--- config.mk ---
export PLATFORM = sky130hd
export DESIGN_NAME = sd_spi_cmd_controller_flat
export DESIGN_NICKNAME = d
export VERILOG_FILES = /design/src/rtl/sd_spi_cmd_controller_if.sv /design/src/rtl/sd_spi_cmd_controller.sv /design/src/flat_wrapper.sv
export SDC_FILE = /design/constraint.sdc
export NUM_CORES = 1
export LEC_CHECK = 0
export ABC_AREA = 1
export CAP_MARGIN = 20
export CORE_ASPECT_RATIO = 0.6
export CORE_MARGIN = 8
export CORE_UTILIZATION = 40
export CTS_CLUSTER_DIAMETER = 80
export DETAILED_ROUTE_END_ITERATION = 6
export HOLD_SLACK_MARGIN = 0.08
export REMOVE_ABC_BUFFERS = 1
export SLEW_MARGIN = 30
export SYNTH_ARGS = -nofsm -noshare
export SYNTH_HDL_FRONTEND = slang
export SYNTH_SLANG_ARGS = --single-unit
--- constraint.sdc ---
create_clock -name clock -period 2.31 [get_ports clock]
set_clock_uncertainty 0.2 [all_clocks]
set_input_delay 0.693 -clock clock [delete_from_list [all_inputs] [get_ports clock]]
set_output_delay 0.693 -clock clock [all_outputs]
set_load 0.05 [all_outputs]
--- src/rtl/sd_spi_cmd_controller_if.sv ---
// Command-frame and transmit-slot signals between the SPI front end and the
// SD-card command controller.
interface sd_spi_cmd_controller_if;
   logic        io_CommandValid;
   logic [5:0]  io_Command;
   logic [31:0] io_CommandArgument;
   logic        io_ByteTick;
   logic        io_ChipSelect;
   logic [7:0]  io_TxData;
   logic [1:0]  io_CardState;
   logic        io_Busy;
   logic        io_Dropped;
   logic [7:0]  io_IllegalCount;
   logic        io_DataRequest;
   logic [31:0] io_DataAddress;

   modport master (
      output io_CommandValid, io_Command, io_CommandArgument, io_ByteTick, io_ChipSelect,
      input  io_TxData, io_CardState, io_Busy, io_Dropped, io_IllegalCount,
             io_DataRequest, io_DataAddress
   );

   modport slave (
      input  io_CommandValid, io_Command, io_CommandArgument, io_ByteTick, io_ChipSelect,
      output io_TxData, io_CardState, io_Busy, io_Dropped, io_IllegalCount,
             io_DataRequest, io_DataAddress
   );
endinterface

--- src/rtl/sd_spi_cmd_controller.sv ---
// SD-card SPI-mode command controller (card side): init state machine and
// R1/R3/R7 response scheduling onto the transmit byte slot.
module sd_spi_cmd_controller #(
   parameter int unsigned NCR          = 1,
   parameter int unsigned ACMD41_POLLS = 2,
   parameter logic [31:0] OCR          = 32'h00FF8000
) (
   input logic                    clock,
   input logic                    reset,
   sd_spi_cmd_controller_if.slave bus
);

   typedef enum logic [1:0] {WAIT_CMD0 = 2'd0, IDLE = 2'd1, READY = 2'd2} card_t;
   typedef enum logic [1:0] {R_WAIT = 2'd0, R_FILL = 2'd1, R_RESP = 2'd2} resp_t;

   card_t       card_state;
   resp_t       fsm;
   logic        app_flag;
   logic [7:0]  poll_cnt;
   logic [7:0]  illegal_cnt;
   logic [3:0]  fill_cnt;
   logic [2:0]  resp_left;
   logic [39:0] resp_sr;
   logic        read_pend;
   logic [7:0]  tx_data;
   logic        dropped;
   logic        data_request;
   logic [31:0] data_address;

   card_t       dec_card;
   logic [7:0]  dec_poll;
   logic        dec_illegal;
   logic        dec_read;
   logic [2:0]  dec_len;
   logic [31:0] dec_ext;
   logic [7:0]  dec_r1;
   logic        accept;

   assign accept = bus.io_CommandValid && !bus.io_ChipSelect && (fsm == R_WAIT) &&
                   ((card_state != WAIT_CMD0) || (bus.io_Command == 6'd0));

   // in_idle in R1 reflects the state after this command takes effect
   always_comb begin
      dec_card    = card_state;
      dec_poll    = poll_cnt;
      dec_illegal = 1'b0;
      dec_read    = 1'b0;
      dec_len     = 3'd1;
      dec_ext     = '1;
      case (bus.io_Command)
         6'd0: begin
            dec_card = IDLE;
            dec_poll = '0;
         end
         6'd8: begin
            dec_len = 3'd5;
            dec_ext = {20'h00000, bus.io_CommandArgument[11:0]};
         end
         6'd55: ;
         6'd41: begin
            if (!app_flag) begin
               dec_illegal = 1'b1;
            end else if (card_state != READY) begin
               dec_poll = poll_cnt + 8'd1;
               if (dec_poll == 8'(ACMD41_POLLS)) dec_card = READY;
            end
         end
         6'd58: begin
            dec_len = 3'd5;
            dec_ext = {card_state == READY, OCR[30:0]};
         end
         6'd17: begin
            if (card_state == READY) dec_read = 1'b1;
            else                     dec_illegal = 1'b1;
         end
         default: dec_illegal = 1'b1;
      endcase
      dec_r1 = {5'b0, dec_illegal, 1'b0, dec_card == IDLE};
   end

   always_ff @(posedge clock or negedge reset) begin
      if (!reset) begin
         card_state   <= WAIT_CMD0;
         fsm          <= R_WAIT;
         app_flag     <= 1'b0;
         poll_cnt     <= '0;
         illegal_cnt  <= '0;
         fill_cnt     <= '0;
         resp_left    <= '0;
         resp_sr      <= '1;
         read_pend    <= 1'b0;
         tx_data      <= 8'hFF;
         dropped      <= 1'b0;
         data_request <= 1'b0;
         data_address <= '0;
      end else begin
         dropped      <= 1'b0;
         data_request <= 1'b0;
         if (bus.io_ChipSelect) begin
            fsm       <= R_WAIT;
            tx_data   <= 8'hFF;
            app_flag  <= 1'b0;
            read_pend <= 1'b0;
         end else begin
            case (fsm)
               R_WAIT: begin
                  if (accept) begin
                     card_state <= dec_card;
                     poll_cnt   <= dec_poll;
                     app_flag   <= (bus.io_Command == 6'd55);
                     if (dec_illegal && illegal_cnt != 8'hFF) illegal_cnt <= illegal_cnt + 8'd1;
                     if (dec_read) data_address <= bus.io_CommandArgument;
                     read_pend  <= dec_read;
                     resp_sr    <= {dec_r1, dec_ext};
                     resp_left  <= dec_len;
                     fill_cnt   <= 4'(NCR);
                     fsm        <= R_FILL;
                  end
               end
               R_FILL: begin
                  dropped <= bus.io_CommandValid;
                  if (bus.io_ByteTick) begin
                     if (fill_cnt == 4'd1) begin
                        tx_data <= resp_sr[39:32];
                        resp_sr <= {resp_sr[31:0], 8'hFF};
                        fsm     <= R_RESP;
                     end else begin
                        fill_cnt <= fill_cnt - 4'd1;
                     end
                  end
               end
               R_RESP: begin
                  dropped <= bus.io_CommandValid;
                  if (bus.io_ByteTick) begin
                     if (resp_left == 3'd1) begin
                        tx_data      <= 8'hFF;
                        data_request <= read_pend;
                        read_pend    <= 1'b0;
                        fsm          <= R_WAIT;
                     end else begin
                        tx_data   <= resp_sr[39:32];
                        resp_sr   <= {resp_sr[31:0], 8'hFF};
                        resp_left <= resp_left - 3'd1;
                     end
                  end
               end
               default: fsm <= R_WAIT;
            endcase
         end
      end
   end

   assign bus.io_TxData         = tx_data;
   assign bus.io_CardState      = card_state;
   assign bus.io_Busy           = (fsm != R_WAIT);
   assign bus.io_Dropped        = dropped;
   assign bus.io_IllegalCount   = illegal_cnt;
   assign bus.io_DataRequest    = data_request;
   assign bus.io_DataAddress    = data_address;

endmodule

--- src/flat_wrapper.sv ---
// flat-port wrapper written by rule: the top's interface ports become plain ports
module sd_spi_cmd_controller_flat 
#(
   parameter int unsigned NCR          = 1,
   parameter int unsigned ACMD41_POLLS = 2,
   parameter logic [31:0] OCR          = 32'h00FF8000
)
  (clock, reset, bus_io_CommandValid, bus_io_Command, bus_io_CommandArgument, bus_io_ByteTick, bus_io_ChipSelect, bus_io_TxData, bus_io_CardState, bus_io_Busy, bus_io_Dropped, bus_io_IllegalCount, bus_io_DataRequest, bus_io_DataAddress);
  sd_spi_cmd_controller_if bus_i ();
  input logic clock;
  input logic reset;
  input wire logic [$bits(bus_i.io_CommandValid)-1:0] bus_io_CommandValid;
  input wire logic [$bits(bus_i.io_Command)-1:0] bus_io_Command;
  input wire logic [$bits(bus_i.io_CommandArgument)-1:0] bus_io_CommandArgument;
  input wire logic [$bits(bus_i.io_ByteTick)-1:0] bus_io_ByteTick;
  input wire logic [$bits(bus_i.io_ChipSelect)-1:0] bus_io_ChipSelect;
  output wire logic [$bits(bus_i.io_TxData)-1:0] bus_io_TxData;
  output wire logic [$bits(bus_i.io_CardState)-1:0] bus_io_CardState;
  output wire logic [$bits(bus_i.io_Busy)-1:0] bus_io_Busy;
  output wire logic [$bits(bus_i.io_Dropped)-1:0] bus_io_Dropped;
  output wire logic [$bits(bus_i.io_IllegalCount)-1:0] bus_io_IllegalCount;
  output wire logic [$bits(bus_i.io_DataRequest)-1:0] bus_io_DataRequest;
  output wire logic [$bits(bus_i.io_DataAddress)-1:0] bus_io_DataAddress;
  assign bus_i.io_CommandValid = bus_io_CommandValid;
  assign bus_i.io_Command = bus_io_Command;
  assign bus_i.io_CommandArgument = bus_io_CommandArgument;
  assign bus_i.io_ByteTick = bus_io_ByteTick;
  assign bus_i.io_ChipSelect = bus_io_ChipSelect;
  assign bus_io_TxData = bus_i.io_TxData;
  assign bus_io_CardState = bus_i.io_CardState;
  assign bus_io_Busy = bus_i.io_Busy;
  assign bus_io_Dropped = bus_i.io_Dropped;
  assign bus_io_IllegalCount = bus_i.io_IllegalCount;
  assign bus_io_DataRequest = bus_i.io_DataRequest;
  assign bus_io_DataAddress = bus_i.io_DataAddress;
  sd_spi_cmd_controller #(.NCR(NCR), .ACMD41_POLLS(ACMD41_POLLS), .OCR(OCR)) u_core (.clock(clock), .reset(reset), .bus(bus_i));
endmodule
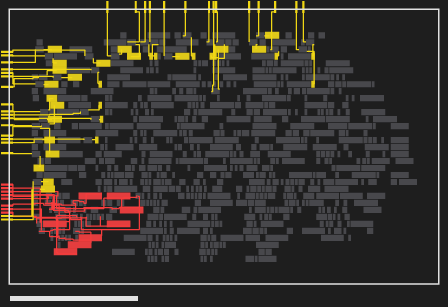
**Above:** nets reached from selected ports.
Bar = 50 µm.
| colour | port | bits | direction | end cells | buffers | wire |
|---|---|---|---|---|---|---|
| red | bus_io_IllegalCount | 8 | output | 8 | 8 | 504 µm |
| yellow | bus_io_CommandArgument | 32 | input | 32 | 32 | 729 µm |

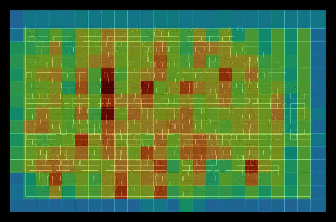
**Above:** track usage over the die.
routed wire length per instance: 14.3 µm
met2 Use GR: 0.211
Util after Layout: 0.536

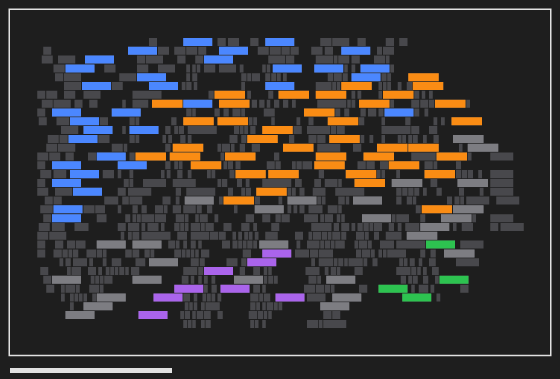
**Above:** where the registers sit.
Bar = 50 µm.
| colour | netlist name | placed flops |
|---|---|---|
| blue | u_core.bus.io_DataAddress | 32 |
| green | u_core.fill_cnt | 4 |
| purple | u_core.poll_cnt | 8 |
| orange | u_core.resp_sr | 40 |
Reg area: 0.00284 mm²
sequential cell area share: 0.392

==> flow_metrics.tcl <==
# implementation run metrics
set metrics [dict create \
    status "finished, final reports clean" \
    rsz0062_at_grt "true" \
    crit_type "reg2out" \
    setup_viol 0 \
    postSynthRegisterBits 111 \
    sh_comb_area 0.308 \
    cts.sink_count 111 \
    fill_cells 1250 \
    buffer_area_frac 0.190 \
    flops 111 \
    synth.most_common_cell "nand2_1" \
    netlist_instances 590 \
    fp_util 0.404 \
    met1Wirelength_um 6330 \
    clkCellAreaFrac 0.0404 \
    p_switching_uw 3560 \
    finalClockPeriodUsage 0.969 \
    preCtsSetupSlack_ps -428 \
    layout.cells.non_filler 903 \
    ctsHoldBuffers 0 \
    swShare 0.401 \
    cp.arrival_ps 1350 \
    cts.clk_slew.worst_paths_ps 70 \
    critPathBufInv 4 \
    post_cts_buffers 3 \
    post-place-cells 881 \
    num_rows 33 \
    pg_seq_uw 3290 \
    use_met3 0.0625 \
    cp.required_ps 1420 \
    top_logic_kind "simple AND/OR/NAND/NOR gates" \
    lay_top_count "nand2_1" \
]
